**src/rtl/seg7_scan_ctrl.sv**
```systemverilog
// rtl/seg7_scan_ctrl.sv - 4-digit multiplexed 7-segment scan controller
//
// Purpose:
//   Scans a 16-bit hex word onto a 4-digit common-anode 7-segment display.
//   An internal prescaler sets the digit slot length, the shown word is
//   double-buffered so a frame never mixes two words, leading zeros can be
//   blanked, each digit has its own decimal point, and one dark guard cycle
//   separates adjacent digits to suppress ghosting.
//
// Optional feature macro: SEG_BLINK_EN (adds the blink input and blink timer).
//
// Ports:
//   clk          in   system clock
//   reset        in   synchronous active-high reset
//   value[15:0]  in   word to show; [15:12] is digit 3 (leftmost)
//   value_valid  in   one-cycle strobe capturing value
//   blank_lz     in   1 = blank leading zero digits (digit 0 never blanked)
//   dp[3:0]      in   decimal point per digit, 1 = lit
//   blink        in   (SEG_BLINK_EN only) 1 = blink the display
//   sel[3:0]     out  digit enables, active-low one-hot
//   leds[6:0]    out  segments {g,f,e,d,c,b,a}, active-low
//   dp_n         out  decimal point segment, active-low
//   frame_done   out  one-cycle pulse when digit 3's slot ends

module seg7_scan_ctrl #(
    parameter int TICK_DIV     = 100000,
    parameter int BLINK_FRAMES = 125
) (
    input  logic        clk,
    input  logic        reset,
    input  logic [15:0] value,
    input  logic        value_valid,
    input  logic        blank_lz,
    input  logic [3:0]  dp,
`ifdef SEG_BLINK_EN
    input  logic        blink,
`endif
    output logic [3:0]  sel,
    output logic [6:0]  leds,
    output logic        dp_n,
    output logic        frame_done
);

    localparam int CW = $clog2(TICK_DIV);
    localparam logic [CW-1:0] CNT_LAST = CW'(TICK_DIV - 1);

    logic [CW-1:0] cnt_q, cnt_d;
    logic [1:0]    idx_q, idx_d;
    logic [15:0]   disp_q, disp_d;
    logic [15:0]   pend_q, pend_d;
    logic          pend_flag_q, pend_flag_d;
    logic [3:0]    sel_q, sel_d;
    logic [6:0]    leds_q, leds_d;
    logic          dp_n_q, dp_n_d;
    logic          frame_done_q, frame_done_d;

    logic          tick;
    logic          frame_bnd;
    logic [3:0]    nib;
    logic          lead_zero;
    logic          dark;

    function automatic logic [6:0] hex_decode(input logic [3:0] n);
        case (n)
            4'h0:    hex_decode = 7'b1000000;
            4'h1:    hex_decode = 7'b1111001;
            4'h2:    hex_decode = 7'b0100100;
            4'h3:    hex_decode = 7'b0110000;
            4'h4:    hex_decode = 7'b0011001;
            4'h5:    hex_decode = 7'b0010010;
            4'h6:    hex_decode = 7'b0000010;
            4'h7:    hex_decode = 7'b1111000;
            4'h8:    hex_decode = 7'b0000000;
            4'h9:    hex_decode = 7'b0010000;
            4'hA:    hex_decode = 7'b0001000;
            4'hB:    hex_decode = 7'b0000011;
            4'hC:    hex_decode = 7'b1000110;
            4'hD:    hex_decode = 7'b0100001;
            4'hE:    hex_decode = 7'b0000110;
            default: hex_decode = 7'b0001110;
        endcase
    endfunction

    assign tick      = (cnt_q == CNT_LAST);
    assign frame_bnd = tick && (idx_q == 2'd3);
    assign nib       = disp_q[{idx_q, 2'b00} +: 4];

    // A digit is a leading zero when it and every digit to its left are zero.
    always_comb begin
        lead_zero = 1'b0;
        case (idx_q)
            2'd3:    lead_zero = (disp_q[15:12] == 4'h0);
            2'd2:    lead_zero = (disp_q[15:8]  == 8'h00);
            2'd1:    lead_zero = (disp_q[15:4]  == 12'h000);
            default: lead_zero = 1'b0;
        endcase
    end

`ifdef SEG_BLINK_EN
    localparam int BW = (BLINK_FRAMES > 1) ? $clog2(BLINK_FRAMES) : 1;
    localparam logic [BW-1:0] BLINK_LAST = BW'(BLINK_FRAMES - 1);

    logic [BW-1:0] bcnt_q, bcnt_d;
    logic          phase_q, phase_d;

    always_comb begin
        bcnt_d  = bcnt_q;
        phase_d = phase_q;
        if (!blink) begin
            bcnt_d  = '0;
            phase_d = 1'b0;
        end else if (frame_bnd) begin
            if (bcnt_q == BLINK_LAST) begin
                bcnt_d  = '0;
                phase_d = ~phase_q;
            end else begin
                bcnt_d = bcnt_q + 1'b1;
            end
        end
    end

    always_ff @(posedge clk) begin
        if (reset) begin
            bcnt_q  <= '0;
            phase_q <= 1'b0;
        end else begin
            bcnt_q  <= bcnt_d;
            phase_q <= phase_d;
        end
    end

    // Gate on the live blink input so dropping it restores the next cycle.
    assign dark = blink & phase_q;
`else
    assign dark = 1'b0;
`endif

    // Scan position and word buffering.
    always_comb begin
        cnt_d       = tick ? '0 : cnt_q + 1'b1;
        idx_d       = tick ? idx_q + 2'd1 : idx_q;
        disp_d      = disp_q;
        pend_d      = pend_q;
        pend_flag_d = pend_flag_q;
        if (frame_bnd) begin
            // A strobe landing on the boundary bypasses the pending buffer.
            if (value_valid) begin
                disp_d      = value;
                pend_flag_d = 1'b0;
            end else if (pend_flag_q) begin
                disp_d      = pend_q;
                pend_flag_d = 1'b0;
            end
        end else if (value_valid) begin
            pend_d      = value;
            pend_flag_d = 1'b1;
        end
    end

    // Registered outputs: the edge that consumes a tick loads the guard
    // state, every other edge loads the digit selected by the current index.
    always_comb begin
        sel_d        = 4'hF;
        leds_d       = 7'h7F;
        dp_n_d       = 1'b1;
        frame_done_d = frame_bnd;
        if (!tick) begin
            sel_d  = ~(4'b0001 << idx_q);
            leds_d = (blank_lz && lead_zero) ? 7'h7F : hex_decode(nib);
            dp_n_d = ~dp[idx_q];
            if (dark) begin
                leds_d = 7'h7F;
                dp_n_d = 1'b1;
            end
        end
    end

    always_ff @(posedge clk) begin
        if (reset) begin
            cnt_q        <= '0;
            idx_q        <= 2'd0;
            disp_q       <= 16'h0000;
            pend_q       <= 16'h0000;
            pend_flag_q  <= 1'b0;
            sel_q        <= 4'hF;
            leds_q       <= 7'h7F;
            dp_n_q       <= 1'b1;
            frame_done_q <= 1'b0;
        end else begin
            cnt_q        <= cnt_d;
            idx_q        <= idx_d;
            disp_q       <= disp_d;
            pend_q       <= pend_d;
            pend_flag_q  <= pend_flag_d;
            sel_q        <= sel_d;
            leds_q       <= leds_d;
            dp_n_q       <= dp_n_d;
            frame_done_q <= frame_done_d;
        end
    end

    assign sel        = sel_q;
    assign leds       = leds_q;
    assign dp_n       = dp_n_q;
    assign frame_done = frame_done_q;

endmodule
```
**config.mk**
```make
export PLATFORM = sky130hd
export DESIGN_NAME = seg7_scan_ctrl
export DESIGN_NICKNAME = d
export VERILOG_FILES = /design/src/rtl/seg7_scan_ctrl.sv
export SDC_FILE = /design/constraint.sdc
export NUM_CORES = 1
export LEC_CHECK = 0
export CORE_MARGIN = 5
export CORE_UTILIZATION = 50
export CTS_CLUSTER_DIAMETER = 150
export DETAILED_ROUTE_END_ITERATION = 8
export PLACE_DENSITY = 0.78
export SLEW_MARGIN = 20
export SYNTH_ARGS = -nofsm -noshare
export SYNTH_HDL_FRONTEND = slang
export SYNTH_SLANG_ARGS = --single-unit
```
**constraint.sdc**
```tcl
create_clock -name clk -period 2.05 [get_ports clk]
set_input_delay 0.5125 -clock clk [delete_from_list [all_inputs] [get_ports clk]]
set_output_delay 0.5125 -clock clk [all_outputs]
set_load 0.005 [all_outputs]
```
Fig. 1: run 1, wiring heat map
Scale: 4 px per um. The die is cut into 18 by 18 equal tiles; white is low, dark blue is high, scaled to the fullest tile. Values are wire area over tile area, all layers added.
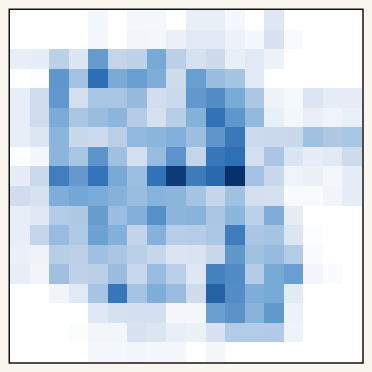
fullest tile	0.54
mean over tiles	0.13
tiles over half the peak	13%
emptiest ninth of the die	north-east

Fig. 2: run 1, metal 4
Scale: 6 px per um. Supply wires on this layer in gray.
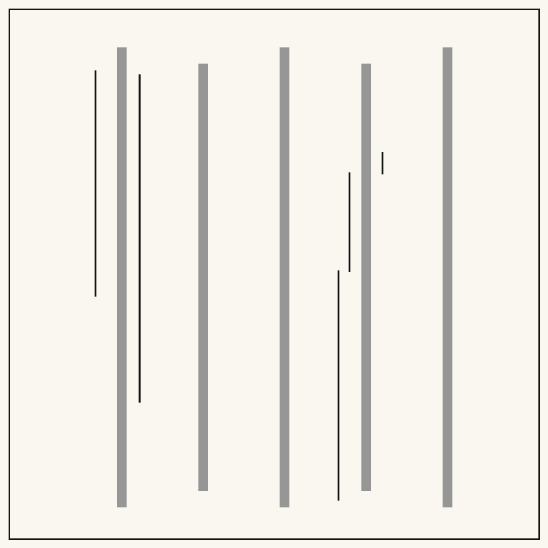
wire length on this layer	150 um
share of all routed wire	2.4%
longest straight run	54.4 um
nets with wire on the layer	2
Vias: 2408
final wirelength: 6290 um

Fig. 3: run 1, routing congestion map
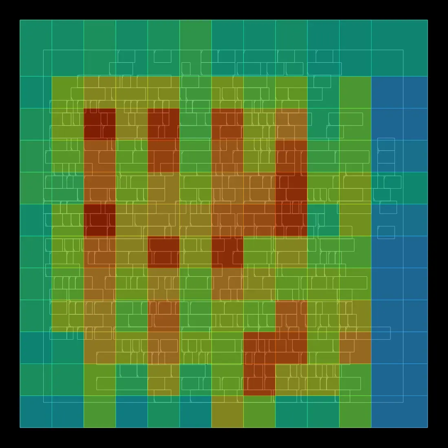
met3 Resource Use GR: 0.0442
Util after Layout: 0.641
grt met2 use: 0.295

==> results.tsv, run 1 <==
stage	metric	value	unit
worst_setup_path	reg2reg_depth	6	
worst_setup_path	cp_max_fo	7	
grt	grt_util_all_layers	0.180	
grt	grt_pass1_wl	10900	um
power	pg_comb	0.195	mW
worst_setup_path	r2r_slack	0.15	ns
floorplanning	design.core.area	5920	sq um
drt	wire_per_inst	14.1	um
place	globalplace.congestion	0.794	
logic_synthesis	ys_sh_aoi	0.139	
place	dp.cells	430	
place	place_hpwl	4490	um
drt	via_per_inst	5.40	
worst_setup_path	cp_top_family	multiplexers	
clock_network	htreeDepth	3	
run	warning_count	35	
layout	final_cells	446	
worst_setup_path	crit_start	idx_q[0]	
logic_synthesis	muxShareOfSynthArea	0.115	
worst_setup_path	crit_chain	mux4_2 -> ha_2 -> o31ai_1 -> a21oi_1 -> a21oi_1 -> o21ai_0	
power	p_seq_frac	0.495	
run_status	status	finished, final reports clean	
layout	largest_reg_flops	17	
layout	regMostFlops	cnt_q	
layout	stdcell_area	3800	sq um
worst_setup_path	critPathMaxStageDelay	0.60	ns
drt	routed-wl-met2	2990	um
worst_setup_path	crit_end	leds[0]	
layout	syn_to_final_growth	24.6	%
drt	ant_nets	0	
final_timing	finClkSkew	0.0126	ns
floorplanning	chipHeight	88.1	um
power	p_comb_frac	0.074	
worst_setup_path	cp_num_buf_inv	0	
layout	n_all_inverters	7	
place	place_ws	0.0754	ns
layout	logic_gates	234	
power	p_clk_frac	0.431	
worst_setup_path	start_kind	register	
floorplanning	taps	75	
power	p_int	2.06	mW
layout	final_layout_size_suffix_gt1_frac	0.143	
[run 1: what timing repair did]
| item | 4_1_cts | 5_1_grt |
|---|---|---|
| endpoints found under the setup margin | 0 | 18 |
| resized | 0 | 4 |
| buffers inserted | 0 | 0 |
[run 1: synthesized netlist by cell type, drive strengths merged, types with 2 or more instances]
library cell / number
ha: 12
nand2: 44
a211oi: 16
inv: 7
and3: 3
o211ai: 3
o311ai: 2
mux4: 3
and4: 2
mux2: 2
xnor2: 5
buf: 9
nor2: 39
nor3: 6
dfxtp: 65
mux2i: 26
nor4: 2
nand4: 5
clkbuf: 6
xor2: 9
a21oi: 24
and4bb: 2
nor4b: 2
or3: 2
o221ai: 2
o21ai: 6
and2: 2
nand3: 8
Fig. 4: run 1, gate families picked out
Scale: 6 px per um.
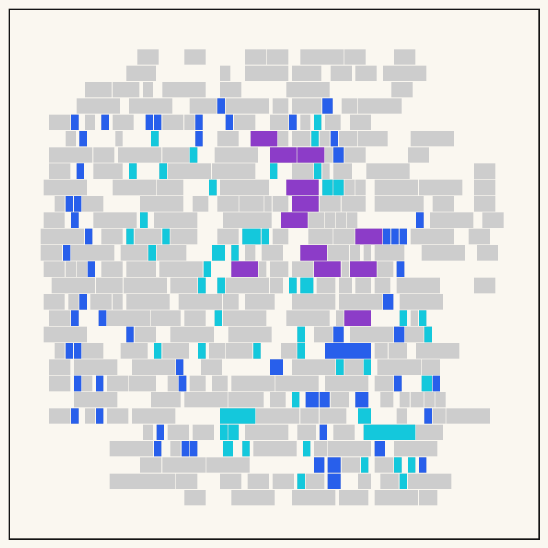

==> run 1 -> run 2 <==
- CORE_ASPECT_RATIO: not set -> 1.1
Fig. 5: run 2, gate families picked out
Scale: 6 px per um.
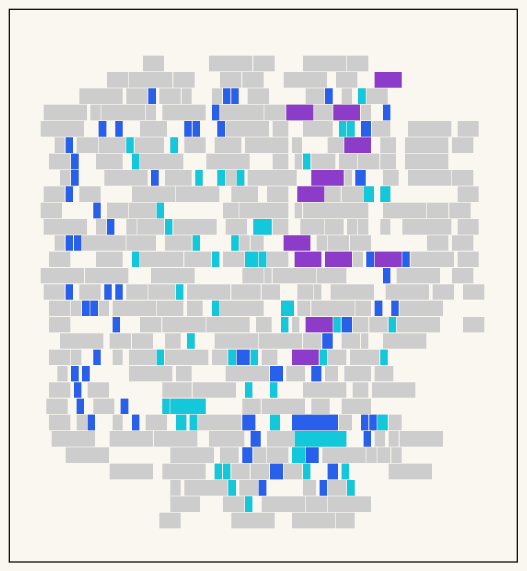
color	family	cells
cyan	nor cells	50
blue	nand cells	58
purple	fa/ha/maj cells	12

==> run 2 against run 1 <==
Effect of this change:
- synthesized area stayed put
- cell count is 0.22% higher
- register-to-register slack worse by 0.03 ns
- sequential power hardly changed
- core utilization is 0.50 points higher
- routed wire length is 2.6% higher
- non-clock buffer count is 1 lower
- clock power is 6% lower
- setup slack worse by 0.029 ns
- flip-flop count stayed put
- highest routed layer unchanged
==> results.tsv, run 2 <==
stage	metric	value	unit	change
worst_setup_path	start_kind	register		unchanged
power	p_comb_frac	0.075		was 0.074
drt	wire_per_inst	14.4	um	was 14.1 um
layout	largest_reg_flops	17		unchanged
place	place_ws	0.0381	ns	was 0.0754 ns
power	pg_comb	0.192	mW	was 0.195 mW
layout	stdcell_area	3780	sq um	was 3800 sq um
drt	via_per_inst	5.36		was 5.40
power	p_int	1.96	mW	was 2.06 mW
drt	routed-wl-met2	3000	um	was 2990 um
grt	grt_util_met3	0.0448		was 0.0442
worst_setup_path	cp_top_family	multiplexers		unchanged
grt	grt_util_all_layers	0.169		was 0.180
place	globalplace.congestion	0.868		was 0.794
drt	vias	2394		was 2408
floorplanning	design.core.area	5840	sq um	was 5920 sq um
worst_setup_path	cp_max_fo	7		unchanged
layout	final_layout_size_suffix_gt1_frac	0.143		about the same
grt	grt_pass1_wl	10700	um	was 10900 um
layout	post-route-util	0.646		was 0.641
worst_setup_path	cp_num_buf_inv	0		unchanged
logic_synthesis	top_cells_by_count	dfxtp_1 (65), nand2_1 (44), nor2_1 (39), mux2i_1 (26), a21oi_1 (24)		unchanged
drt	ant_nets	0		unchanged
floorplanning	chipHeight	91.9	um	was 88.1 um
run_status	status	finished, final reports clean		unchanged
power	p_seq_frac	0.509		was 0.495
worst_setup_path	crit_start	idx_q[0]		unchanged
final_timing	finClkSkew	0.00815	ns	was 0.0126 ns
Fig. 6: run 2, wiring heat map
Scale: 4 px per um. The die is cut into 17 by 18 equal tiles; white is low, dark blue is high, scaled to the fullest tile. Values are wire area over tile area, all layers added.
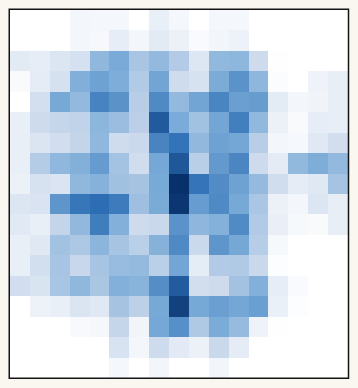
nearly empty tiles	23%
mean over tiles	0.13
fullest tile	0.54

==> run 2: cell types whose count changed in the layout (fill, tap and decap cells not counted), sizes merged <==
cell and delta:
clkinv +2, clkinvlp +3, clkbuf -5, buf -1
==> run 2: layout make-up <==
cell class                      instances  area share
Multi-Input combinational cell        234       0.439
Timing Repair Buffer                   48       0.133
Sequential cell                        65       0.345
Inverter                                7     0.00696
Tap cell                               77      0.0255
Clock buffer                            9      0.0328
Clock inverter                          7      0.0189
==> run 2: cells by family after synthesis <==
kind of cell               count (synthesis)  synth area share
and+or+nand+nor                          121             0.197
xor gates and xnor gates                  14            0.0402
AOI/OAI and AO/OA                         56             0.139
muxes                                     31             0.115
adders and majority gates                 12            0.0493
DFF                                       65             0.427
buffers and inverters                     22            0.0328
Power and IR drop assume default switching activity.
